Placement view:
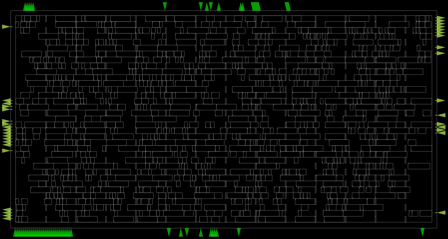
Signal wires on met2:
Scale: 2 px per µm. Cells faint in the background.
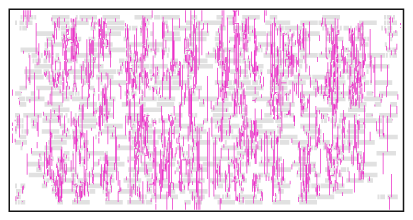
Wiring by layer:
Scale: 2 px per µm. Two of the layers only.
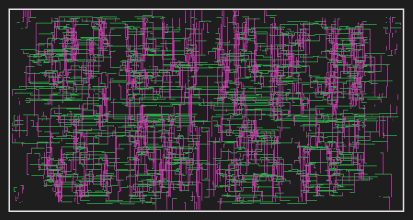
Zoomed window:
Region (78, 30) to (118, 70) µm. Cells in gray, sequential cells in the stronger gray; small squares are vias.
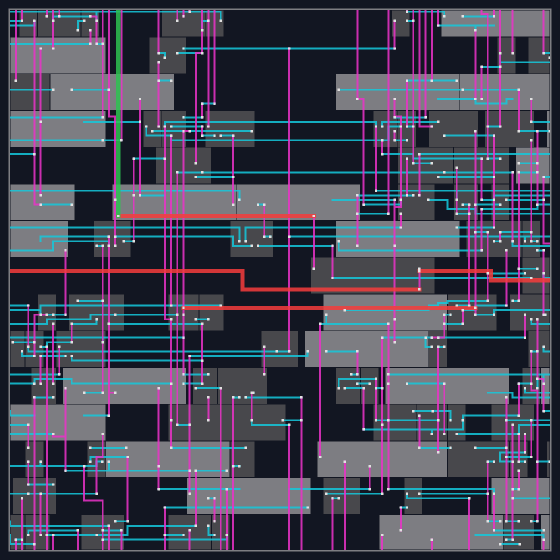
==> config.mk <==
export PLATFORM = sky130hd
export DESIGN_NAME = key_debounce_irq
export DESIGN_NICKNAME = d
export VERILOG_FILES = /design/src/rtl/key_debounce_irq.sv
export SDC_FILE = /design/constraint.sdc
export NUM_CORES = 1
export LEC_CHECK = 0
export CAP_MARGIN = 20
export CELL_PAD_IN_SITES_DETAIL_PLACEMENT = 0
export CELL_PAD_IN_SITES_GLOBAL_PLACEMENT = 1
export CORE_ASPECT_RATIO = 0.5
export CORE_MARGIN = 2
export CORE_UTILIZATION = 48
export CTS_BUF_LIST = sky130_fd_sc_hd__clkbuf_8 sky130_fd_sc_hd__clkbuf_16
export DETAILED_ROUTE_END_ITERATION = 16
export GPL_ROUTABILITY_DRIVEN = 1
export GPL_TIMING_DRIVEN = 0
export PLACE_DENSITY_LB_ADDON = 0.1
export SLEW_MARGIN = 20
export SYNTH_ARGS = -nofsm -noshare
export SYNTH_HDL_FRONTEND = slang
export SYNTH_SLANG_ARGS = --single-unit
==> constraint.sdc <==
create_clock -name clk -period 3.51 [get_ports clk]
set_input_delay 0.702 -clock clk [delete_from_list [all_inputs] [get_ports clk]]
set_output_delay 0.702 -clock clk [all_outputs]
set_load 0.05 [all_outputs]
==> flow.log <==
[report] implementation figures
[metrics] Global Route met1 Usage: 0.267
[metrics] Worst Setup Start Kind: input pin
[metrics] worst hold-check slack: 249 ps
[metrics] transition time at the pin with the least slew margin: 701 ps
[metrics] register clock-pin slew on the reported worst setup and hold paths: 60 ps
[metrics] layout buffer count excluding clock buffers: 84
[metrics] Met1 Routed Length: 8.70 mm
[metrics] pin count of the biggest net entering global routing: 99
[metrics] Async SR Flop Fraction: 1.00
[metrics] MUX share of area: 0.0213
[metrics] Area contributors post-synth: sky130_fd_sc_hd__dfrtp_1, sky130_fd_sc_hd__xnor2_1, sky130_fd_sc_hd__nor2_1
[metrics] RSZ-0062 raised after global routing: no
[metrics] max-capacitance violation count: 0
[metrics] share of synthesized area occupied by flip-flops and latches: 0.523
[metrics] total I/O pin count: 92
[metrics] global-route met3 utilization: 0.0397
[metrics] hpwl dp: 12.0 mm
[metrics] overall die width: 196 µm
[metrics] busiest metal layer after global routing: met2
[metrics] Clk power: 1.99 mW
[metrics] most area-hungry cell type in the Yosys netlist: sky130_fd_sc_hd__dfrtp_1
[metrics] max FFs per register: 144
[metrics] TritonRoute pass-1 iters: 4
[metrics] max frequency: a little over 300 MHz
[metrics] floorplan-stage core utilization: 0.487
[metrics] clk sink count: 185
[metrics] run status: finished, final reports clean
[metrics] number of synthesized register bits: 185
[metrics] Arr. time, crit path: 2520 ps
[metrics] adder-cell share of the synthesized area: 0.0113
[metrics] post-route cell area: 10300 µm²
[metrics] GPL Wtd Cong: 0.781
[metrics] most instantiated library cell after synthesis: sky130_fd_sc_hd__nor2_1
[metrics] post-synthesis instance area: 8880 µm²
[metrics] cell seen most often among critical-path stages: sky130_fd_sc_hd__clkbuf_2
[metrics] worst skew pair latency: 430 ps
[metrics] final cycle utilization of the critical path: 0.919
[metrics] area fraction in and, or, nand and nor cells after synthesis: 0.244
[metrics] power group with the highest consumption: registers
[metrics] post-route antenna net violation count: 0
## Picture notes: 'placement view'
number of flip-flops and latches: 185
register fraction of the total cell area: 0.452

## Picture notes: 'signal wires on met2'
nets with wire on the layer	818
wire length on this layer	7980 µm
number of vias after detailed routing: 6242
total wire length: 17.5 mm

## Picture notes: 'wiring by layer'
layer	color	wire length
M2	magenta	7980 µm
M1	green	8700 µm
WL/cell: 14.4 µm
global-route total usage across every layer: 0.190

## Picture notes: 'zoomed window'
layer	color
M4	green
M3	red
M2	magenta
M1	cyan
sequential cells in the window	19
most frequent	dfrtp_1 (18), nand2_1 (11)
cells with their middle in the window	83

Power is estimated from default activity; no workload was simulated.
